Fig. 1: run 1, metal 3
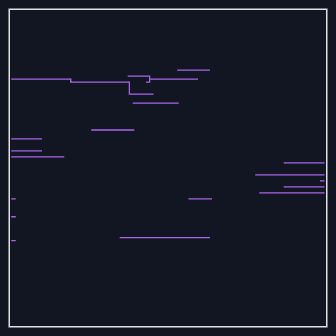
Fig. 2: run 1, routed metal per tile
The die is cut into 14 by 14 equal tiles; black is low, pale yellow is high, scaled to the fullest tile. Values are wire area over tile area, all layers added.
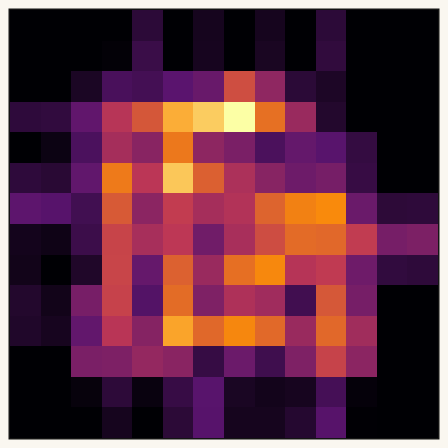
Fig. 3: run 1, placement view
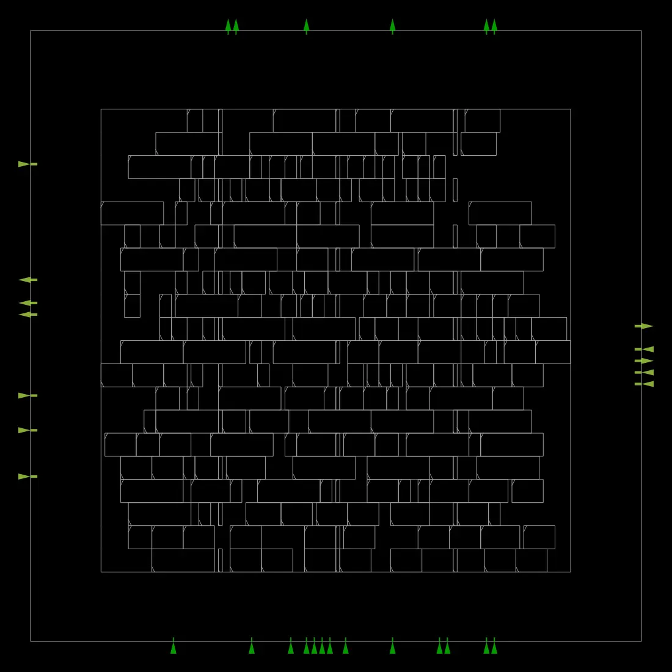
Fig. 4: run 1, where the registers sit
Other sequential cells in the stronger grey, the rest of the logic in the fainter grey.
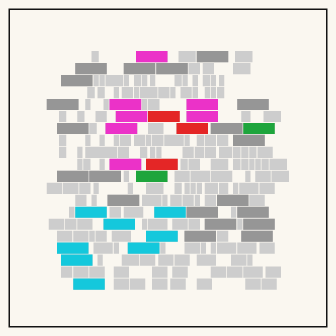
$ cat src/rtl/serial_adder.sv
// Bit-serial N-bit adder: captures two operands and a carry-in on start, then
// resolves one bit pair per clock through a single full-add step, LSB first.
module serial_adder #(
  parameter int N = 8
) (
  input  logic         clk,
  input  logic         reset,
  input  logic         start,
  input  logic [N-1:0] A,
  input  logic [N-1:0] B,
  input  logic         C_in,
  output logic         busy,
  output logic         done,
  output logic [N-1:0] S,
  output logic         C_out
);

  localparam int CW = $clog2(N);

  typedef enum logic [1:0] {
    ST_IDLE = 2'd0,
    ST_ADD  = 2'd1,
    ST_DONE = 2'd2
  } state_t;

  state_t         state_q;
  logic [N-1:0]   a_sh_q;
  logic [N-1:0]   b_sh_q;
  logic [N-1:0]   sum_sh_q;
  logic           carry_q;
  logic [CW-1:0]  cnt_q;
  logic           busy_q;
  logic           done_q;
  logic [N-1:0]   s_q;
  logic           c_out_q;

  logic [1:0]     step_d;
  logic [N-1:0]   sum_sh_d;

  // One-bit full-add cell; the 2-bit result keeps the carry untruncated.
  function automatic logic [1:0] full_add(input logic a, input logic b, input logic c);
    full_add = {1'b0, a} + {1'b0, b} + {1'b0, c};
  endfunction

  // Current full-add step and the sum register after this bit shifts in.
  always_comb begin
    step_d   = full_add(a_sh_q[0], b_sh_q[0], carry_q);
    sum_sh_d = N'({step_d[0], sum_sh_q} >> 1);
  end

  // Sequencer: operand capture, per-bit shifting and result hand-off.
  always_ff @(posedge clk) begin
    if (reset) begin
      state_q  <= ST_IDLE;
      a_sh_q   <= '0;
      b_sh_q   <= '0;
      sum_sh_q <= '0;
      carry_q  <= 1'b0;
      cnt_q    <= '0;
      busy_q   <= 1'b0;
      done_q   <= 1'b0;
      s_q      <= '0;
      c_out_q  <= 1'b0;
    end else begin
      case (state_q)
        ST_IDLE: begin
          if (start) begin
            a_sh_q   <= A;
            b_sh_q   <= B;
            carry_q  <= C_in;
            cnt_q    <= '0;
            sum_sh_q <= '0;
            busy_q   <= 1'b1;
            state_q  <= ST_ADD;
          end else begin
            state_q  <= ST_IDLE;
          end
        end
        ST_ADD: begin
          a_sh_q   <= a_sh_q >> 1;
          b_sh_q   <= b_sh_q >> 1;
          sum_sh_q <= sum_sh_d;
          carry_q  <= step_d[1];
          cnt_q    <= cnt_q + CW'(1);
          // Last bit: publish the result on the same edge it completes.
          if (cnt_q == CW'(N - 1)) begin
            s_q     <= sum_sh_d;
            c_out_q <= step_d[1];
            done_q  <= 1'b1;
            state_q <= ST_DONE;
          end else begin
            state_q <= ST_ADD;
          end
        end
        ST_DONE: begin
          done_q  <= 1'b0;
          busy_q  <= 1'b0;
          state_q <= ST_IDLE;
        end
        default: begin
          done_q  <= 1'b0;
          busy_q  <= 1'b0;
          state_q <= ST_IDLE;
        end
      endcase
    end
  end

  assign busy  = busy_q;
  assign done  = done_q;
  assign S     = s_q;
  assign C_out = c_out_q;

endmodule

$ cat config.mk
export PLATFORM = sky130hd
export DESIGN_NAME = serial_adder
export DESIGN_NICKNAME = d
export VERILOG_FILES = /design/src/rtl/serial_adder.sv
export SDC_FILE = /design/constraint.sdc
export NUM_CORES = 1
export LEC_CHECK = 0
export ABC_AREA = 0
export CAP_MARGIN = 15
export CORE_MARGIN = 8
export CORE_UTILIZATION = 53
export CTS_BUF_LIST = sky130_fd_sc_hd__clkbuf_4 sky130_fd_sc_hd__clkbuf_8
export DETAILED_ROUTE_END_ITERATION = 12
export GPL_TIMING_DRIVEN = 0
export HOLD_SLACK_MARGIN = 0.03
export PLACE_DENSITY = 0.81
export SLEW_MARGIN = 30
export SYNTH_ARGS = -nofsm -noshare
export SYNTH_HDL_FRONTEND = slang
export SYNTH_SLANG_ARGS = --single-unit
export TNS_END_PERCENT = 1
$ cat constraint.sdc
create_clock -name clk -period 1.5 [get_ports clk]
set_input_delay 0.375 -clock clk [delete_from_list [all_inputs] [get_ports clk]]
set_output_delay 0.375 -clock clk [all_outputs]
set_load 0.05 [all_outputs]
==> flow_metrics.py, run 1 <==
# Synthesis and PnR figures
metrics = {
    "worst_setup_path": {
        "start_kind": "register",
        "critPathTopFamily": "buffers and inverters",
        "crit_buf_inv": 1,
        "required_ns": 1.12,
        "critPathMaxStageDelay_ns": 0.38,
        "crit_type": "reg2out",
        "startpoint": "done",
        "cp_slowest_cell": "clkdlybuf4s15_2",
    },
    "cells_and_area": {
        "fin_nets": 228,
        "final_layout_size_suffix_gt1_frac": 0.194,
        "area_growth_pct": 23.6,
        "num_antenna_cells": 0,
    },
    "grt": {
        "grt_overflow_total": 0,
        "grt_pass1_wl_um": 5930,
        "grt_max_degree": 12,
    },
    "floorplan": {
        "die_area_um2": 5160,
        "fp_util": 0.550,
        "die_y_um": 71.8,
        "design.core.area_um2": 3000,
    },
    "synth": {
        "ys_cells": 169,
        "async_flop_share": 0,
        "synthTopCellsByArea": "dfxtp_1, mux2i_1, a211oi_2, nor2_1, a22oi_1",
        "top_cell": "dfxtp_1",
        "synth_flops": 40,
        "synth-main-ff-cell": "dfxtp_1",
        "syn_area_per_cell_um2": 9.77,
        "ys_seq_frac": 0.485,
        "top_area_frac": 0.485,
        "yosys-top-cells-count": "dfxtp_1, nor2_1, nand2_1, mux2i_1",
        "synth-area-yosys_um2": 1650,
        "fp_nets": 192,
        "syn-instance-count": 169,
        "top_area_cell": "dfxtp_1",
    },
    "clocking": {
        "holdBufCountCts": 0,
        "clk_path_buf_depth": 2,
        "tritoncts": "built",
        "cts_num_sinks": 40,
        "post_cts_buffers": 0,
        "path_clk_slew_ns": 0.11,
        "numCtsBuffers": 5,
        "cts_root_buf": "clkbuf_4",
    },
    "final_timing": {
        "rsz0062_at_grt": "false",
        "fin_crit_sh": 0.972,
        "slew_viol_final": 0,
        "setup_viol_count_final": 0,
    },
    "power": {
        "p_leak_nw": 0.782,
        "ir_drop_uv": 728,
        "p_int_mw": 1.53,
        "powerDensity_nw_per_um2": 1000,
        "clockPowerShare": 0.295,
        "sw_frac_of_total": 0.251,
        "pwr-share-comb": 0.145,
    },
    "placement": {
        "routabilityCongestion": 0.740,
        "dp_hpwl_um": 2550,
    },
    "detailed_routing": {
        "vias": 1310,
        "ant_nets": 0,
        "wl_per_cell_um": 14.2,
        "drt_first_pass_iters": 4,
    },
    "status": {
        "outcome": "finished clean",
    },
    "hold_path": {
        "hp-class": "in2reg",
    },
}
-- Fig. 1 (at the start) --
- longest straight run: 20.2 um
- nets with wire on the layer: 15

-- Fig. 2 (at the start) --
- nearly empty tiles: 28%
- emptiest ninth of the die: north-east
- fullest tile: 0.43

-- Fig. 3 (at the start) --
Tap Count: 33
Seq cells: 40
FILL cells: 257

-- Fig. 4 (at the start) --
- red: cnt_q (flops 3)
- green: state_q (flops 2)
- cyan: a_sh_q (flops 8)
- magenta: sum_sh_q (flops 7)
- not coloured: 20

## run 1: final cells by class
cell class	instances	area, um^2
multi-input combinational	114	759
buffer	14	88.8
inverter	1	3.75
sequential	40	801
tap	33	41.3
clock buffer	8	66.3
fill	257	963
timing repair buffer	29	279
## run 1: power groups by stage
stage / clock network [mW] / logic [mW] / registers (mW)
2_1_floorplan: 0 / 0.200 / 1.17
3_3_place_gp: 0 / 0.289 / 1.16
3_5_place_dp: 0 / 0.298 / 1.17
4_1_cts: 0.616 / 0.298 / 1.14
5_1_grt: 0.663 / 0.325 / 1.15
6_report: 0.602 / 0.297 / 1.14
## run 1: worst paths after layout
path | cells after the start | endpoint | slack [ns]
worst max-delay path | 1 | done | 0.04
worst min-delay path | 2 | a_sh_q[7] | 0.39
worst max register to register | 6 | C_out | 0.10
worst min register to register | 2 | S[3] | 0.46
## run 1: per-layer routing
| layer | global-route usage | share of wire | vias up |
|---|---|---|---|
| met1 | 0.153 | 0.43 | 619 |
| met2 | 0.253 | 0.51 | 23 |
| met5 | 0 | 0 | - |
| li1 | - | - | 663 |
| met4 | 0.0476 | 0.011 | 0 |
| met3 | 0.0614 | 0.053 | 5 |
## run 1: cells by family (layout without fill, tap and decap cells)
kind of cell | Yosys count | in the layout | synth area share
and+or+nand+nor | 58 | 58 | 0.154
muxes | 15 | 15 | 0.0910
buffers and inverters | 15 | 52 | 0.0546
AOI/OAI and AO/OA | 38 | 38 | 0.188
DFF | 40 | 40 | 0.485
adders and majority gates | 3 | 3 | 0.0273
## run 1: through the flow
stage | setup slack [ns] | hold WS (ns) | cells | power [mW] | area [um^2]
finish | 0.0425 | 0.387 | 239 | 2.04 | 2040
global route | 0.00164 | 0.416 | 239 | 2.14 | 2040
CTS | -0.0812 | 0.383 | 239 | 2.06 | 2060
detailed placement | -0.194 | 0.450 | 231 | 1.47 | 1980
global placement | -0.148 | 0.443 | 231 | 1.45 | 1980
floorplan | 0.227 | 0.432 | 169 | 1.37 | 1650
## run 1: layout by cell type, fill, tap and decap left out
cell type	n
a22oi_1	11
mux2i_1	15
nor2b_1	2
buf_1	1
clkbuf_1	3
nor3_1	3
buf_6	3
ha_1	2
o21bai_1	1
clkdlybuf4s50_1	18
clkbuf_2	1
nor3b_1	2
dfxtp_1	40
a211oi_1	4
clkbuf_4	8
nor2_1	29
a21oi_1	11
clkdlybuf4s15_2	7
clkbuf_8	1
inv_1	1
o21ba_1	1
and3b_1	1
nand3b_2	1
fa_1	1
nor4_1	1
nor4b_1	1
buf_4	1
buf_2	8
nand2_1	18
a211oi_2	10
## run 1: registers in the layout, summed over array words and instances, names as in the netlist, 2 cells and up
| register | flops |
|---|---|
| sum_sh_q | 7 |
| a_sh_q | 8 |
| S | 8 |
| b_sh_q | 8 |
| cnt_q | 3 |
| state_q | 2 |
## run 1: timing repair
action,4_1_cts,5_1_grt
hold endpoints to repair,0,0
endpoints found under the setup margin,11,5
resized,32,8
==> run 2: changes to the inputs <==
--- a/config.mk
+++ b/config.mk
@@ -7,7 +7,7 @@
 export LEC_CHECK = 0
 export ABC_AREA = 0
 export CAP_MARGIN = 15
-export CORE_MARGIN = 8
+export CORE_MARGIN = 4
 export CORE_UTILIZATION = 53
 export CTS_BUF_LIST = sky130_fd_sc_hd__clkbuf_4 sky130_fd_sc_hd__clkbuf_8
 export DETAILED_ROUTE_END_ITERATION = 12
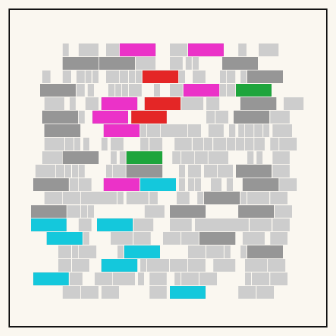
Fig. 5. Where the registers sit (run 2).
Other sequential cells in the stronger grey, the rest of the logic in the fainter grey.
- red: cnt_q (flops 3)
- magenta: sum_sh_q (flops 7)
- green: state_q (flops 2)
- cyan: a_sh_q (flops 8)
Seq/total area: 0.385
Flop area: 801 um^2
final core occ: 0.723

==> flow_metrics.py, run 2 <==
# Synthesis and PnR figures
metrics = {
    "grt": {
        "grtUsageTotal": 0.182,
        "grt_pass1_vias": 1305,
        "grt_pass1_wl_um": 5920,
        "antenna_found_initial": 0,
        "grt_overflow_total": 0,
        "grt_max_degree": 14,
    },
    "final_timing": {
        "hold_viol": 0,
        "slew_viol_final": 0,
        "rsz0062_at_grt": "false",
        "fin_crit_sh": 0.971,
        "max-slew-margin-rel": 0.614,
        "fin_hold_ws_ns": 0.393,
        "setup_viol_count_final": 0,
        "min_period_ns": 1.46,
    },
    "cells_and_area": {
        "fin_nets": 228,
        "logic_area_um2": 762,
        "num_antenna_cells": 0,
        "area_growth_pct": 26.0,
        "final_cell_mix": "dfxtp_1, nor2_1, nand2_1, clkdlybuf4s50_1, mux2i_1",
        "layout_top_cell": "dfxtp_1",
        "final.fill_count": 214,
        "final_layout_size_suffix_gt1_frac": 0.199,
    },
    "floorplan": {
        "fp_util": 0.574,
        "rows": 19,
        "die_y_um": 63.8,
        "die_area_um2": 4070,
        "design.core.area_um2": 2880,
    },
    "worst_setup_path": {
        "rrSetupSlack_ns": 0.13,
        "crit_buf_inv": 1,
        "critPathMaxStageDelay_ns": 0.38,
        "start_kind": "register",
        "critPathTopFamily": "buffers and inverters",
        "cp_slowest_cell": "clkdlybuf4s15_2",
        "crit_type": "reg2out",
        "cp_max_fo": 2,
        "required_ns": 1.12,
    },
    "power": {
        "powerDensity_nw_per_um2": 1030,
        "p_leak_nw": 0.777,
        "ir_drop_uv": 740,
    },
    "synth": {
        "fp_nets": 192,
        "top_cell": "dfxtp_1",
        "synthTopCellsByArea": "dfxtp_1, mux2i_1, a211oi_2, nor2_1, a22oi_1",
        "ys_seq_frac": 0.485,
        "ys_cells": 169,
        "ys_warn_count": 0,
        "synth-main-ff-cell": "dfxtp_1",
        "async_flop_share": 0,
        "synth_flops": 40,
        "yosys-top-cells-count": "dfxtp_1, nor2_1, nand2_1, mux2i_1",
        "synth-area-yosys_um2": 1650,
        "top_area_cell": "dfxtp_1",
        "top_area_frac": 0.485,
        "syn_area_per_cell_um2": 9.77,
        "syn-instance-count": 169,
    },
    "status": {
        "outcome": "finished clean",
    },
    "clocking": {
        "cts_num_sinks": 40,
        "post_cts_buffers": 0,
        "clk_path_buf_depth": 2,
        "tritoncts": "built",
        "numCtsBuffers": 5,
        "path_clk_slew_ns": 0.12,
        "h-tree-depth": 2,
        "clock_latency_ns": 0.35,
        "cts_root_buf": "clkbuf_4",
    },
    "detailed_routing": {
        "viasPerCell": 5.27,
        "vias": 1307,
        "routed_wl_um": 3410,
        "ant_nets": 0,
        "wl_per_cell_um": 13.7,
        "drt_first_pass_iters": 4,
        "dr.first_iter.drc_count": 58,
    },
    "flow_run": {
        "warnings": 26,
        "drv_cap": 0,
    },
    "placement": {
        "routabilityCongestion": 0.742,
        "dp_hpwl_um": 2420,
    },
    "hold_path": {
        "hp-class": "in2reg",
    },
}
-- run 2: cell counts after synthesis --
Identical to the previous run, type by type.
-- run 2: power breakdown --
group	total [mW]	switching [mW]	leakage, nW	internal, mW
clock	0.708	0.360	0.0412	0.348
sequential	1.14	0.0297	0.327	1.11
combinational	0.299	0.152	0.409	0.148
total	2.15	0.542	0.777	1.61
-- run 2: kinds of logic after synthesis --
kind of cell	count (synthesis)	synth area share
buffers and inverters	15	0.0546
AND-OR/OR-AND	38	0.188
multiplexers	15	0.0910
adder cells (fa/ha/maj)	3	0.0273
AND/OR/NAND/NOR	58	0.154
flip-flops	40	0.485
-- run 2: per-layer routing --
metal / track usage / vias up / routed length (um)
li1: - / 665 / -
met1: 0.234 / 607 / 1580
met2: 0.290 / 30 / 1650
met3: 0.0630 / 5 / 144
met4: 0.0512 / 0 / 28
met5: 0 / - / 0
-- run 2: final timing paths --
check                start           to  cells past startpoint
setup / recovery      done         done                      1
hold / removal       reset  sum_sh_q[1]                      2
setup reg to reg  cnt_q[0]         S[7]                      6
hold reg to reg       S[2]         S[2]                      2
-- run 2: timing repair --
action                                  4_1_cts  5_1_grt
endpoints found under the setup margin       11        6
gates resized                                33        6
hold buffers                                  0        0
-- run 2: cell type report --
type                       instances  area share
sequential                        40       0.385
multi-input combinational        114       0.366
timing repair buffer              29       0.140
buffer                            14      0.0427
tap                               42      0.0253
clock inverter                     3      0.0205
clock buffer                       5      0.0181
inverter                           1     0.00181
-- run 2: metrics by stage --
step | power, mW | TNS (ns) | area, um^2 | worst slack (ns) | cells
5_1_grt | 2.25 | 0 | 2080 | 0.00121 | 248
3_3_place_gp | 1.45 | -2.79 | 1990 | -0.151 | 240
4_1_cts | 2.16 | 0 | 2090 | 0.0351 | 248
2_1_floorplan | 1.37 | 0 | 1650 | 0.227 | 169
6_report | 2.15 | 0 | 2080 | 0.0429 | 248
3_5_place_dp | 1.47 | -3.42 | 1990 | -0.184 | 240
Power is estimated from default activity; no workload was simulated.
